==> src/rtl/regfile_sb_if.sv <==
// regfile_sb_if: read, write-back and claim signals between decode/write-back stages and the register file
interface regfile_sb_if #(
  parameter int WIDTH = 48,
  parameter int DEPTH = 8,
  parameter int NRD   = 2
);
  localparam int AW = $clog2(DEPTH);
  logic [NRD*AW-1:0]    raddr;
  logic [NRD*WIDTH-1:0] rdata;
  logic [NRD-1:0]       rbusy;
  logic                 we0;
  logic [AW-1:0]        waddr0;
  logic [WIDTH-1:0]     wdata0;
  logic                 we1;
  logic [AW-1:0]        waddr1;
  logic [WIDTH-1:0]     wdata1;
  logic                 claim;
  logic [AW-1:0]        claim_addr;
  logic                 claim_ok;
  logic [DEPTH-1:0]     pending;
  modport master (
    output raddr, we0, waddr0, wdata0, we1, waddr1, wdata1, claim, claim_addr,
    input  rdata, rbusy, claim_ok, pending
  );
  modport slave (
    input  raddr, we0, waddr0, wdata0, we1, waddr1, wdata1, claim, claim_addr,
    output rdata, rbusy, claim_ok, pending
  );
endinterface

==> src/rtl/regfile_sb.sv <==
// regfile_sb: multi-read, dual write-back register file with optional zero register, bypass and pending scoreboard
module regfile_sb #(
  parameter int WIDTH    = 48,
  parameter int DEPTH    = 8,
  parameter int NRD      = 2,
  parameter int ZERO_REG = 1,
  parameter int BYPASS   = 1
) (
  input logic clk,
  input logic rst,
  regfile_sb_if.slave bus
);
  localparam int AW = $clog2(DEPTH);
  localparam logic ZR = (ZERO_REG != 0);
  localparam logic BP = (BYPASS != 0);
  logic [WIDTH-1:0] regs [DEPTH];
  logic [DEPTH-1:0] pend, rel, set;
  logic ew0, ew1, grant;
  assign ew0 = bus.we0 && !(ZR && bus.waddr0 == '0);
  assign ew1 = bus.we1 && !(ZR && bus.waddr1 == '0);
  assign bus.claim_ok = !pend[bus.claim_addr] || rel[bus.claim_addr];
  assign grant = bus.claim && bus.claim_ok && !(ZR && bus.claim_addr == '0);
  assign bus.pending = pend;
  always_comb begin
    rel = '0;
    set = '0;
    if (ew0) rel[bus.waddr0] = 1'b1;
    if (ew1) rel[bus.waddr1] = 1'b1;
    if (grant) set[bus.claim_addr] = 1'b1;
  end
  // a new claim supersedes a same-cycle release of the same register
  always_ff @(posedge clk or posedge rst)
    if (rst) pend <= '0;
    else pend <= (pend & ~rel) | set;
  always_ff @(posedge clk or posedge rst)
    if (rst) begin
      for (int i = 0; i < DEPTH; i++) regs[i] <= '0;
    end else begin
      for (int i = 0; i < DEPTH; i++)
        if (ew1 && bus.waddr1 == AW'(i)) regs[i] <= bus.wdata1;
        else if (ew0 && bus.waddr0 == AW'(i)) regs[i] <= bus.wdata0;
    end
  for (genvar k = 0; k < NRD; k++) begin : g_rd
    logic [AW-1:0] a;
    assign a = bus.raddr[k*AW +: AW];
    assign bus.rdata[k*WIDTH +: WIDTH] =
      (ZR && a == '0)              ? '0 :
      (BP && ew1 && bus.waddr1 == a) ? bus.wdata1 :
      (BP && ew0 && bus.waddr0 == a) ? bus.wdata0 :
                                       regs[a];
    assign bus.rbusy[k] = pend[a] && !rel[a];
  end
endmodule

==> src/flat_wrapper.sv <==
// flat-port wrapper written by rule: the top's interface ports become plain ports
module regfile_sb_flat 
#(
  parameter int WIDTH    = 48,
  parameter int DEPTH    = 8,
  parameter int NRD      = 2,
  parameter int ZERO_REG = 1,
  parameter int BYPASS   = 1
)
  (clk, rst, bus_raddr, bus_we0, bus_waddr0, bus_wdata0, bus_we1, bus_waddr1, bus_wdata1, bus_claim, bus_claim_addr, bus_rdata, bus_rbusy, bus_claim_ok, bus_pending);
  regfile_sb_if #(.WIDTH(WIDTH), .DEPTH(DEPTH), .NRD(NRD)) bus_i ();
  input logic clk;
  input logic rst;
  input wire logic [$bits(bus_i.raddr)-1:0] bus_raddr;
  input wire logic [$bits(bus_i.we0)-1:0] bus_we0;
  input wire logic [$bits(bus_i.waddr0)-1:0] bus_waddr0;
  input wire logic [$bits(bus_i.wdata0)-1:0] bus_wdata0;
  input wire logic [$bits(bus_i.we1)-1:0] bus_we1;
  input wire logic [$bits(bus_i.waddr1)-1:0] bus_waddr1;
  input wire logic [$bits(bus_i.wdata1)-1:0] bus_wdata1;
  input wire logic [$bits(bus_i.claim)-1:0] bus_claim;
  input wire logic [$bits(bus_i.claim_addr)-1:0] bus_claim_addr;
  output wire logic [$bits(bus_i.rdata)-1:0] bus_rdata;
  output wire logic [$bits(bus_i.rbusy)-1:0] bus_rbusy;
  output wire logic [$bits(bus_i.claim_ok)-1:0] bus_claim_ok;
  output wire logic [$bits(bus_i.pending)-1:0] bus_pending;
  assign bus_i.raddr = bus_raddr;
  assign bus_i.we0 = bus_we0;
  assign bus_i.waddr0 = bus_waddr0;
  assign bus_i.wdata0 = bus_wdata0;
  assign bus_i.we1 = bus_we1;
  assign bus_i.waddr1 = bus_waddr1;
  assign bus_i.wdata1 = bus_wdata1;
  assign bus_i.claim = bus_claim;
  assign bus_i.claim_addr = bus_claim_addr;
  assign bus_rdata = bus_i.rdata;
  assign bus_rbusy = bus_i.rbusy;
  assign bus_claim_ok = bus_i.claim_ok;
  assign bus_pending = bus_i.pending;
  regfile_sb #(.WIDTH(WIDTH), .DEPTH(DEPTH), .NRD(NRD), .ZERO_REG(ZERO_REG), .BYPASS(BYPASS)) u_core (.clk(clk), .rst(rst), .bus(bus_i));
endmodule
==> config.mk <==
export PLATFORM = sky130hd
export DESIGN_NAME = regfile_sb_flat
export DESIGN_NICKNAME = d
export VERILOG_FILES = /design/src/rtl/regfile_sb_if.sv /design/src/rtl/regfile_sb.sv /design/src/flat_wrapper.sv
export SDC_FILE = /design/constraint.sdc
export NUM_CORES = 1
export LEC_CHECK = 0
export CAP_MARGIN = 15
export CELL_PAD_IN_SITES_DETAIL_PLACEMENT = 1
export CELL_PAD_IN_SITES_GLOBAL_PLACEMENT = 2
export CORE_MARGIN = 2
export CORE_UTILIZATION = 36
export CTS_CLUSTER_DIAMETER = 150
export DETAILED_ROUTE_END_ITERATION = 7
export PLACE_DENSITY = 0.91
export SLEW_MARGIN = 20
export SYNTH_ARGS = -nofsm -noshare
export SYNTH_HDL_FRONTEND = slang
export SYNTH_SLANG_ARGS = --single-unit
export TNS_END_PERCENT = 20
==> constraint.sdc <==
create_clock -name clk -period 12.6 [get_ports clk]
set_clock_uncertainty 0.05 [all_clocks]
set_input_delay 1.89 -clock clk [delete_from_list [all_inputs] [get_ports clk]]
set_output_delay 1.89 -clock clk [all_outputs]
set_load 0.03 [all_outputs]
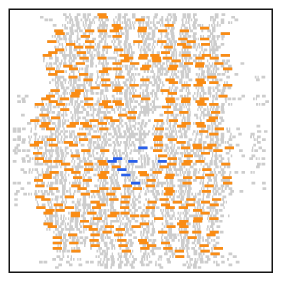
*Where the registers sit, run 1*
Scale: 1 px per um.
netlist name	colour	sequential cells
u_core.regs	orange	336
u_core.bus.pending	blue	8
seq pwr: 1.57 mW
share of the final layout cell area in sequential cells: 0.312
post-layout utilization of the core: 0.419

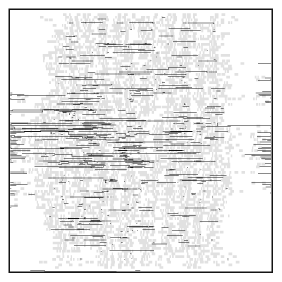
*The metal 3 layer, run 1*
Scale: 1 px per um.
share of all routed wire	6.9%
main direction	horizontal
longest straight run	110 um
wire length on this layer	6760 um
Vias: 22113
total routed wirelength: 98100 um
met3 Use GR: 0.0481

==> run notes, run 1 <==
Update from the flow run.

The clock latency at the later pin of the worst-skew pair is 0.58 ns. In the finished design the tool counted flip-flops and latches totalling 344. The highest fanout seen on the critical path is 82. The layout has 59 clock buffers. Summed over all combinational cells, the power is 1.29 mW. In the post-synthesis netlist, the biggest area contributors are sky130_fd_sc_hd__dfrtp_1 (36%), sky130_fd_sc_hd__mux2i_1 (28%), sky130_fd_sc_hd__nor2_1 (5.3%). The share of total power dissipated in sequential elements is 0.389. In the hold timing report, the worst path depth is 2. Clock tree synthesis selected as its root buffer the cell sky130_fd_sc_hd__clkbuf_16. Per the timing report, the achievable frequency comes out to 123 MHz. TritonCTS built the clock tree. The number of setup violations in the final report is 0. The most common cell in the synthesized netlist is sky130_fd_sc_hd__mux2i_1.

After layout, the inverter instance count without clock inverters stands at 7. The total power draw is 4.03 mW. The run finished with clean final reports.

The transition time of the tightest slew-check pin is 1.14 ns. The number of setup buffers added after CTS is 0. Counting pins that exceed their max-slew limit in the final report gives 0. Looking at the cell usage after synthesis, the top flip-flop cell is sky130_fd_sc_hd__dfrtp_1. The clock sink count is 344. The worst hold margin is 0.520 ns. By instance count after routing, the leading logic cell types are sky130_fd_sc_hd__mux2i_1 (675), sky130_fd_sc_hd__dfrtp_1 (344), sky130_fd_sc_hd__nor2_1 (340), sky130_fd_sc_hd__nand2_1 (300), sky130_fd_sc_hd__clkdlybuf4s50_1 (216). Summed over all instances, the cell type with the most area after synthesis is sky130_fd_sc_hd__dfrtp_1. The fraction of the cycle the final worst path needs is 0.647. In this run the layout overhead on the synthesized area is reported as 15.4%. Detailed routing placed a total of 6760 um of wire on met3. The cell count after placement is 3525.

After global routing the overflow that remains totals 0. The layout filler cell count is 7395. The nature of the critical path endpoint is a primary output.
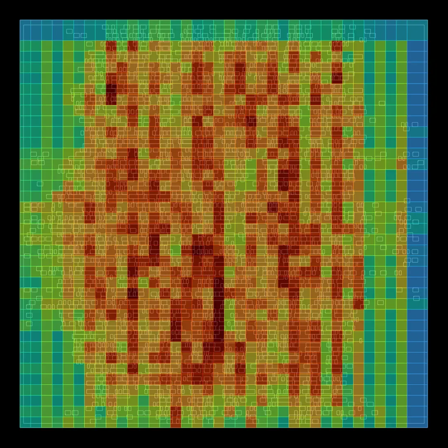
*Routing congestion, run 1*
met2 usage: 0.457
global-route total usage across every layer: 0.281
post-DR wirelength/cell: 27.2 um
Most Crowded Layer GR: met2
met1 global-route usage: 0.363

### Metal layers overlaid, run 1

Scale: 1 px per um.
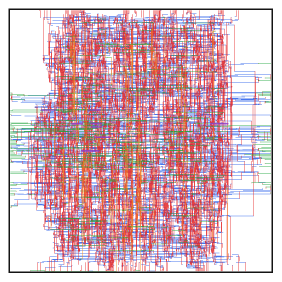

==> inputs of run 2 (changes only) <==
--- a/config.mk
+++ b/config.mk
@@ -9,10 +9,10 @@
 export CELL_PAD_IN_SITES_DETAIL_PLACEMENT = 1
 export CELL_PAD_IN_SITES_GLOBAL_PLACEMENT = 2
 export CORE_MARGIN = 2
-export CORE_UTILIZATION = 36
+export CORE_UTILIZATION = 33
 export CTS_CLUSTER_DIAMETER = 150
 export DETAILED_ROUTE_END_ITERATION = 7
-export PLACE_DENSITY = 0.91
+export PLACE_DENSITY = 0.88
 export SLEW_MARGIN = 20
 export SYNTH_ARGS = -nofsm -noshare
 export SYNTH_HDL_FRONTEND = slang
==> constraint.sdc (replaced) <==
create_clock -name clk -period 7.02 [get_ports clk]
set_clock_uncertainty 0.05 [all_clocks]
set_input_delay 1.053 -clock clk [delete_from_list [all_inputs] [get_ports clk]]
set_output_delay 1.053 -clock clk [all_outputs]
set_load 0.03 [all_outputs]
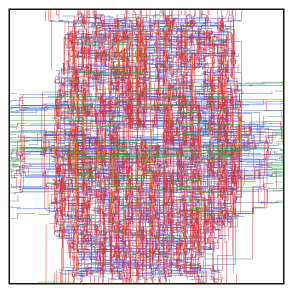
*Metal layers overlaid, run 2*
Scale: 1 px per um.
layer	colour	wire length
met5	purple	106 um
met2	red	46.6 mm
met1	blue	42.7 mm
met3	green	6320 um
met4	orange	3340 um
total routed wirelength: 99100 um
global-route total usage across every layer: 0.259

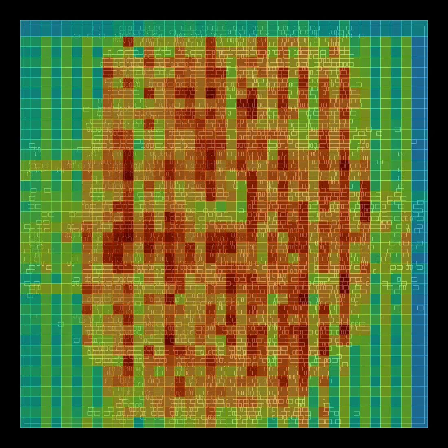
*Routing congestion, run 2*
post-DR wirelength/cell: 26.8 um
met2 usage: 0.431
post-layout utilization of the core: 0.388

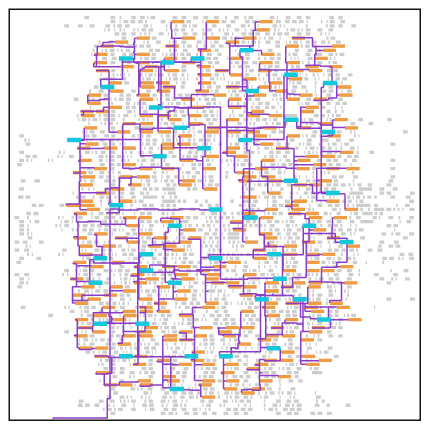
*Clock network drawn from the DEF, run 2*
Scale: 1.5 px per um.
[flip-flops] orange | count: 344
[clock wires] purple | length: 5500 um
[cells driving clock nets] cyan | count: 42
routed clock nets	43
proportion of power drawn by the clock network: 0.300
clock insertion delay at the later pin of the skew report: 0.58 ns
Power Clock: 2.20 mW

==> run notes, run 2 <==
Update from the flow run.

The instance count along the most critical hold path is 2. By area the synthesized netlist is led by sky130_fd_sc_hd__dfrtp_1 (36%), sky130_fd_sc_hd__mux2i_1 (28%), sky130_fd_sc_hd__nor2_1 (5.3%). The layout filler cell count is 8196. The global route total overflow is 0.

The global routing usage on met3 is 0.0458. The width of the die is 273 um. The clock sink count is 344. The met3 wirelength from detailed routing is 6320 um. The layout inverter count without the clock tree is 7.

The root cell of the clock tree is sky130_fd_sc_hd__clkbuf_16. The final timing summary puts the cycle share of the worst path at 0.834. met1 track demand over resource after global routing is 0.336. The sequential cell count is 344. The layout has 274 buffers outside the clock class.

Derived from the worst setup path, the maximum achievable clock frequency is 171 MHz. The global routing's busiest layer is met2. sky130_fd_sc_hd__dfrtp_1 takes more of the synthesized area than any other cell. The post-CTS setup buffer count is 0. The pin count of the biggest net entering global routing is 149. In the synthesized netlist the dominant register cell turns out to be sky130_fd_sc_hd__dfrtp_1. STA classifies the critical path endpoint as a primary output. The flow ran to the end, and the final reports show no timing, DRC or antenna violations. Total power for the finished layout comes to 7.33 mW. Clock buffers in the final layout number 66. The number of setup violations in the final report is 0. The combinational logic power is 2.32 mW.

The sequential cell fraction of total power is 0.383. The highest fanout seen on the critical path is 23. The synthesized-area fraction occupied by ao, oa, aoi and oai cells is 0.174.

The synthesis-to-layout area growth is 16.5%. The number of inserted diodes is 3. The count of unresolved DRC violations after routing is 0. Ranking logic cells in the layout by count gives the top entries sky130_fd_sc_hd__mux2i_1 (675), sky130_fd_sc_hd__dfrtp_1 (344), sky130_fd_sc_hd__nor2_1 (340), sky130_fd_sc_hd__nand2_1 (302), sky130_fd_sc_hd__clkdlybuf4s50_1 (216). Looking at the max-slew report, the worst-margin pin has a slew of 1.13 ns.

Of the total standard cell area in the layout, the sequential portion is 0.310. The final max-slew violation count is 0. The total via count after detailed routing is 22027.
### Where the registers sit, run 2

Scale: 1 px per um.
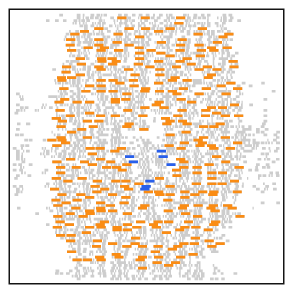

==> inputs of run 3 (changes only) <==
--- a/config.mk
+++ b/config.mk
@@ -9,10 +9,10 @@
 export CELL_PAD_IN_SITES_DETAIL_PLACEMENT = 1
 export CELL_PAD_IN_SITES_GLOBAL_PLACEMENT = 2
 export CORE_MARGIN = 2
-export CORE_UTILIZATION = 33
+export CORE_UTILIZATION = 36
 export CTS_CLUSTER_DIAMETER = 150
 export DETAILED_ROUTE_END_ITERATION = 7
-export PLACE_DENSITY = 0.88
+export PLACE_DENSITY = 0.91
 export SLEW_MARGIN = 20
 export SYNTH_ARGS = -nofsm -noshare
 export SYNTH_HDL_FRONTEND = slang
==> constraint.sdc (replaced) <==
create_clock -name clk -period 6 [get_ports clk]
set_clock_uncertainty 0.05 [all_clocks]
set_input_delay 0.9 -clock clk [delete_from_list [all_inputs] [get_ports clk]]
set_output_delay 0.9 -clock clk [all_outputs]
set_load 0.03 [all_outputs]
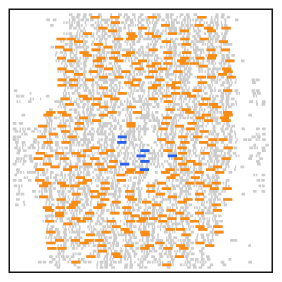
*Where the registers sit, run 3*
Scale: 1 px per um.
netlist name	colour	sequential cells
u_core.bus.pending	blue	8
u_core.regs	orange	336
area occupied by registers: 8610 um^2
post-layout utilization of the core: 0.423
share of the final layout cell area in sequential cells: 0.309
seq pwr: 3.29 mW

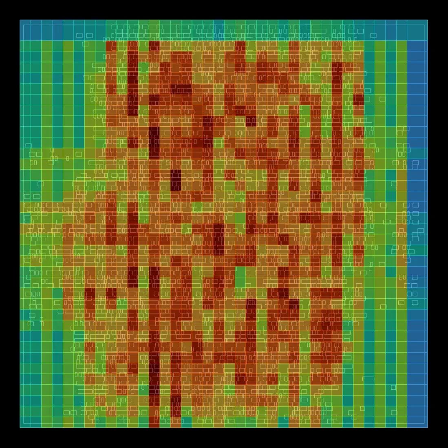
*Routing congestion, run 3*
met1 global-route usage: 0.370
met2 usage: 0.460
global-route total usage across every layer: 0.284

==> run notes, run 3 <==
Update from the flow run.

The timing report gives the biggest stage delay along the critical path as 0.69 ns. TritonCTS built the clock tree. According to the cell report, flip-flops and latches in the layout number 344.

Per the synthesis report, the AND-OR/OR-AND share of the synthesized area is 0.174. In the final layout, excluding clock inverters the inverter count is 7. The root cell of the clock tree is sky130_fd_sc_hd__clkbuf_16. The global routing's busiest layer is met2. The nature of the critical path endpoint is a primary output. Power attributed to combinational cells is 2.72 mW.

The run finished with clean final reports. The skew report gives the latency at the later pin of the worst-skew pair as 0.58 ns. The sequential cell fraction of total power is 0.382. For met3 alone, demand over resource in global routing was 0.0481.

The most numerous cell in the Yosys netlist is sky130_fd_sc_hd__mux2i_1. The cell count after placement is 3543. The largest area contributor in the synthesized netlist is sky130_fd_sc_hd__dfrtp_1. The post-CTS setup buffer count is 0. 223 I/O pins were placed.

The final layout report lists a filler cell count of 7471. The total of plain and repair buffers excluding clock buffers is 286. The highest fanout seen on the critical path is 48.

The routed design uses 6520 um of met3 wire. The transition time of the tightest slew-check pin is 1.18 ns. The fraction of the cycle the final worst path needs is 0.883. The maximum achievable frequency is 189 MHz. The global route total overflow is 0. Sorting the synthesized cells by area gives the leading types as sky130_fd_sc_hd__dfrtp_1 (36%), sky130_fd_sc_hd__mux2i_1 (28%), sky130_fd_sc_hd__nor2_1 (5.3%). Total power for the finished layout comes to 8.61 mW. The clock network fraction of total power is 0.302. The synthesis-to-layout area growth is 16.5%.

The number of clock buffer instances in the layout is 61. The width of the die is 262 um. The most used flip-flop cell is sky130_fd_sc_hd__dfrtp_1. The worst hold path passes through 2 cells. The clock network consumes a total of 2.60 mW.
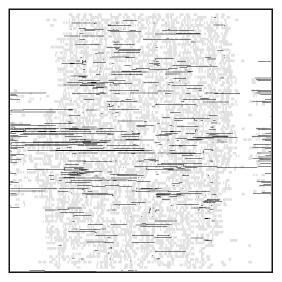
*The metal 3 layer, run 3*
Scale: 1 px per um.
share of all routed wire	6.6%
wire length on this layer	6520 um
longest straight run	116 um
main direction	horizontal
Vias: 22269
total routed wirelength: 98700 um

No activity file was given, so power comes from the tool's default toggle rates.
